===== config.mk =====
export PLATFORM = sky130hd
export DESIGN_NAME = prog_seq
export DESIGN_NICKNAME = d
export VERILOG_FILES = /design/src/rtl/prog_seq.sv
export SDC_FILE = /design/constraint.sdc
export NUM_CORES = 1
export LEC_CHECK = 0
export CAP_MARGIN = 20
export CORE_ASPECT_RATIO = 0.5
export CORE_UTILIZATION = 28
export CTS_BUF_LIST = sky130_fd_sc_hd__clkbuf_4
export CTS_CLUSTER_DIAMETER = 30
export CTS_CLUSTER_SIZE = 20
export DETAILED_ROUTE_END_ITERATION = 8
export HOLD_SLACK_MARGIN = 0.03
export PLACE_DENSITY = 0.52
export SETUP_SLACK_MARGIN = 0.3
export SYNTH_ARGS = -nofsm -noshare
export SYNTH_HDL_FRONTEND = slang
export SYNTH_SLANG_ARGS = --single-unit

===== constraint.sdc =====
create_clock -name clk -period 5.05 [get_ports clk]
set_input_delay 0.7575 -clock clk [delete_from_list [all_inputs] [get_ports clk]]
set_output_delay 0.7575 -clock clk [all_outputs]
set_load 0.05 [all_outputs]

===== src/rtl/prog_seq.sv =====
// Program sequencer: owns the PC, a req/done start handshake (IDLE/RUN/DONE),
// absolute and signed-relative jumps with stall, registered ALU flags and a saturating cycle counter.
module prog_seq #(
    parameter int unsigned D         = 12,
    parameter int unsigned OFFW      = 8,
    parameter int unsigned HALT_ADDR = 128,
    parameter int unsigned CW        = 16
) (
    input  logic            clk,
    input  logic            reset,
    input  logic            req,
    input  logic            stall,
    input  logic            absjump_en,
    input  logic            reljump_en,
    input  logic [D-1:0]    target,
    input  logic [OFFW-1:0] offset,
    input  logic            pari,
    input  logic            zero,
    input  logic            sc_o,
    input  logic            sc_clr,
    input  logic            sc_en,
    output logic [D-1:0]    prog_ctr,
    output logic            run,
    output logic            done,
    output logic            pariQ,
    output logic            zeroQ,
    output logic            sc_q,
    output logic [CW-1:0]   cycles
);

    localparam int unsigned EW = (D > OFFW) ? D : OFFW;
    localparam logic [D-1:0]  HALT_PC = D'(HALT_ADDR);
    localparam logic [CW-1:0] CYC_MAX = {CW{1'b1}};

    localparam logic [1:0] ST_IDLE = 2'd0;
    localparam logic [1:0] ST_RUN  = 2'd1;
    localparam logic [1:0] ST_DONE = 2'd2;

    logic [1:0]    state_q, state_d;
    logic [D-1:0]  pc_q, pc_d;
    logic [CW-1:0] cycles_q, cycles_d;
    logic          pari_q, pari_d;
    logic          zero_q, zero_d;
    logic          sc_flag_q, sc_flag_d;
    logic          run_q, run_d;
    logic          done_q, done_d;

    logic          at_halt;
    logic [EW-1:0] off_ext;
    logic [EW-1:0] rel_sum;
    logic [D-1:0]  next_pc;

    // Candidate PC for an advance cycle; absolute jump has priority over relative.
    always_comb begin
        off_ext = EW'($signed(offset));
        rel_sum = EW'(pc_q) + off_ext;
        if (absjump_en) begin
            next_pc = target;
        end else if (reljump_en) begin
            next_pc = D'(rel_sum);
        end else begin
            next_pc = pc_q + D'(1);
        end
    end

    assign at_halt = (pc_q == HALT_PC);

    // Next-state and datapath update; halt check precedes stall and jumps.
    always_comb begin
        state_d   = state_q;
        pc_d      = pc_q;
        cycles_d  = cycles_q;
        pari_d    = pari_q;
        zero_d    = zero_q;
        sc_flag_d = sc_flag_q;

        case (state_q)
            ST_IDLE: begin
                pc_d = '0;
                if (req) begin
                    state_d   = ST_RUN;
                    cycles_d  = '0;
                    pari_d    = 1'b0;
                    zero_d    = 1'b0;
                    sc_flag_d = 1'b0;
                end
            end
            ST_RUN: begin
                if (at_halt) begin
                    state_d = ST_DONE;
                end else begin
                    if (cycles_q != CYC_MAX) begin
                        cycles_d = cycles_q + CW'(1);
                    end
                    if (!stall) begin
                        pc_d   = next_pc;
                        pari_d = pari;
                        zero_d = zero;
                        if (sc_clr) begin
                            sc_flag_d = 1'b0;
                        end else if (sc_en) begin
                            sc_flag_d = sc_o;
                        end
                    end
                end
            end
            ST_DONE: begin
                if (req) begin
                    state_d   = ST_RUN;
                    pc_d      = '0;
                    cycles_d  = '0;
                    pari_d    = 1'b0;
                    zero_d    = 1'b0;
                    sc_flag_d = 1'b0;
                end
            end
            default: begin
                state_d = ST_IDLE;
                pc_d    = '0;
            end
        endcase

        run_d  = (state_d == ST_RUN);
        done_d = (state_d == ST_DONE);
    end

    always_ff @(posedge clk or negedge reset) begin
        if (!reset) begin
            state_q   <= ST_IDLE;
            pc_q      <= '0;
            cycles_q  <= '0;
            pari_q    <= 1'b0;
            zero_q    <= 1'b0;
            sc_flag_q <= 1'b0;
            run_q     <= 1'b0;
            done_q    <= 1'b0;
        end else begin
            state_q   <= state_d;
            pc_q      <= pc_d;
            cycles_q  <= cycles_d;
            pari_q    <= pari_d;
            zero_q    <= zero_d;
            sc_flag_q <= sc_flag_d;
            run_q     <= run_d;
            done_q    <= done_d;
        end
    end

    assign prog_ctr = pc_q;
    assign run      = run_q;
    assign done     = done_q;
    assign pariQ    = pari_q;
    assign zeroQ    = zero_q;
    assign sc_q     = sc_flag_q;
    assign cycles   = cycles_q;

endmodule

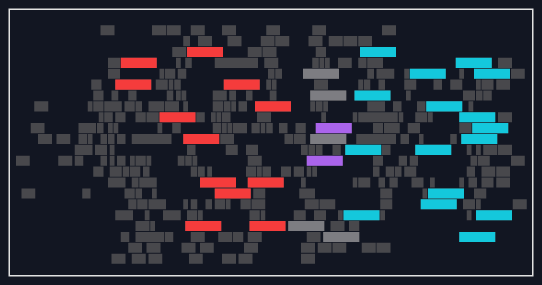
(images/registers.png)
(4 px per µm) Other sequential cells in the stronger gray, the rest of the logic in the fainter gray.
| color | netlist name | flops |
|---|---|---|
| cyan | `cycles` | 16 |
| red | `prog_ctr` | 12 |
| purple | `state_q` | 2 |
not colored: 5

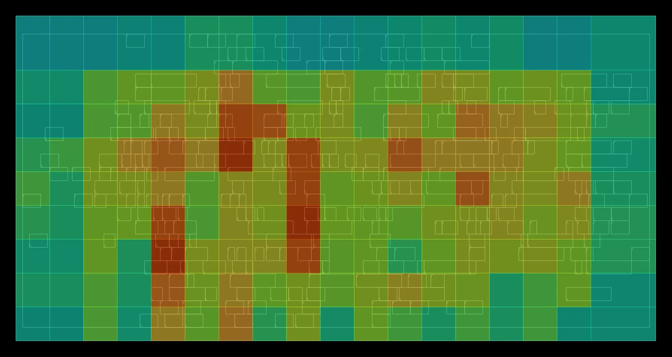
(images/final_congestion.png)
GR Layer Usage met2: 25.8%
final core area utilization: 40.9%
post-DR wirelength/cell: 14.0 µm

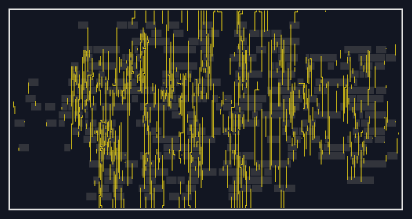
(images/met2.png)
(3 px per µm)
nets with wire on the layer: 312
longest straight run: 34.3 µm
main direction: vertical
wire length on this layer: 2,920 µm

layout make-up:
cell class	instances	area (µm²)
fillers	792	4520
flip-flops and latches	35	876
repair buffers	65	646
inverters	7	26.3
well taps	108	135
clock inverters	3	43.8
multi-input cells	203	1370
clock buffers	5	37.5
where the power goes:
group / internal [mW] / switching [mW]
Sequential: 0.361 / 0.115
Combinational: 0.332 / 0.544
Clock: 0.104 / 0.108
Total: 0.797 / 0.767
tightest hold or removal path, cell delays in order, from the launching register on:
cell and delay (ns):
dfrtp_1 0.37, nand2_1 0.05, o21ai_0 0.06
flip-flops by register name (all words and copies together) (netlist names):
| signal | cells |
|---|---|
| cycles | 16 |
| prog_ctr | 12 |
| sc_q | 1 |
| pariQ | 1 |
| run | 1 |
| done | 1 |
| zeroQ | 1 |
| state_q | 2 |
stage by stage:
step	area, µm²	power [mW]	setup slack (ns)	utilization [%]	instances
after floorplan	2310	1.07	2.43	-	253
after global placement	3050	1.36	1.69	39.9	418
after detailed placement	3050	1.36	1.46	39.9	418
after CTS	3130	1.58	1.84	40.9	426
after global routing	3130	1.67	1.61	40.9	426
final	3130	1.56	1.84	40.9	426
routing by layer:
layer / wire (µm) / part of all wire (%) / global-route usage (%) / up-vias
li1: - / - / - / 1045
met1: 2740 / 46 / 19.2 / 1040
met2: 2920 / 49 / 25.8 / 43
met3: 235 / 3.9 / 2.91 / 7
met4: 75 / 1.3 / 4.45 / 0
met5: 0 / 0 / 0 / -
cell families after synthesis:
logic type	count (synthesis)	synth area share, %
muxes	8	3.63
DFF	35	37.9
xor gates and xnor gates	16	6.06
adders and majority gates	9	5.20
and+or+nand+nor	115	25.8
AOI/OAI and AO/OA	55	18.6
buffers and inverters	15	2.92
==> flow_summary_export.csv <==
group,metric,value,unit
status,status,"finished, final reports clean",
yosys,syn_nets,293,
job,cap_violations,0,
yosys,syn-cell-area,0.00231,mm²
power,powerDensity,499,mW/mm²
finish,nets,357,
clocking,cts_tree,"done",
worst_setup_path,path_depth,11,
worst_setup_path,endpoint,"prog_ctr[10]$_DFFE_PN0P_",
worst_setup_path,cp-end-kind,"register",
min_path,min_path_cells,2,
clocking,clockBufferDepth,2,
die,chipArea,0.00865,mm²
timing,rsz0062_at_grt,"false",
timing,worst_pin_slew,0.895,ns
timing,setup_viol,0,
worst_setup_path,crit_start,"reljump_en",
die,floorplan.core_util,30.2,%
timing,skew,0.0179,ns
placement,hpwl,4480,µm
timing,tns,0,ns
worst_setup_path,timing.rr.end,"prog_ctr[10]$_DFFE_PN0P_",
clocking,holdBufCountCts,0,
timing,maxSlewViolCount,0,
finish,drive_gt1_share,5.66,%
global_routing,grt_pass1_vias,2087,
clocking,postCtsSetupRepairBufs,0,
finish,lay_top_count,"clkdlybuf4s50_1",
global_routing,grt_start_max_net_pins,36,
power,peakVddDrop,194,µV
clocking,insertion_delay,0.35,ns
yosys,synth-edff-count,0,
timing,period_needed,3.21,ns
die,row_count,22,
yosys,top_cell,"dfrtp_1",
min_path,min-delay-start,"sc_q$_DFFE_PN0P_",
min_path,worstHoldEndpoint,"sc_q$_DFFE_PN0P_",
timing,period_used_share,63.6,%
yosys,synth.avg_cell_area,9.14,µm²
worst_setup_path,cp_cell_sequence,"clkdlybuf4s50_1, nand2b_1, ha_1, inv_1, fa_1, nor2b_1, o31a_1, o311ai_1, o2bb2a_1, o31ai_1, o2bb2ai_1",
finish,area_growth,35.5,%
yosys,ys_area,0.00231,mm²
clocking,clock_sinks,35,
yosys,ys_cells,253,
worst_setup_path,r2r_start,"prog_ctr[0]$_DFFE_PN0P_",
drt,drtIter0Drc,92,
yosys,synth_seq_share,37.9,%
global_routing,grt_first_pass_wirelength,10100,µm
yosys,synth_cell_types,49,
yosys,yosys.area.top_type_share,37.9,%
global_routing,grt_overflow_total,0,
die,core,0.00765,mm²
drt,num_vias,2135,
timing,hold_violations,0,
worst_setup_path,cp-start-kind,"primary input",
yosys,ys.flop_type,"dfrtp_1",
global_routing,antenna_found_initial,0,
yosys,synth_cells,253,
drt,via_per_inst,5.01,
global_routing,grt_usage,15.1,%
placement,gp_congestion,0.795,
clocking,h-tree-depth,2,
worst_setup_path,path_max_fanout,9,
drt,totalWireLength,5960,µm
power,p_leak,1.34,nW
clocking,cts.clk_slew.worst_paths,0.13,ns
clocking,cts_root_buffer,"clkbuf_4",
worst_setup_path,slowest_stage,"clkdlybuf4s50_1",
worst_setup_path,arrival,3.50,ns
yosys,top_cells_by_count,"dfrtp_1 (35), nor2_1 (30), nand2_1 (25)",
finish,antenna-diode-count,0,
timing,slew_headroom,40.1,%
worst_setup_path,ff2ff_path_depth,9,
timing,fmax,311,MHz
yosys,yosys_warnings,0,
worst_setup_path,crit_type,"primary input to register",
die,io_pins,64,
finish,final_cell_mix,"clkdlybuf4s50_1 (63), dfrtp_1 (35), nor2_1 (30)",
worst_setup_path,r2r_slack,2.53,ns
clocking,cts_made_buffers,5,
yosys,async_flop_share,100,%
yosys,top_area_cell,"dfrtp_1",
die,fp.dieW,131,µm
placement,io_buffer_count,63,
timing,finalHoldWorstSlack,0.499,ns
min_path,hp-class,"register to register",
worst_setup_path,critical_path_required,5.34,ns
yosys,area_leaders,"dfrtp_1 (38%), xor2_1 (5.7%), nor2_1 (4.9%)",
Power is estimated from default activity; no workload was simulated.
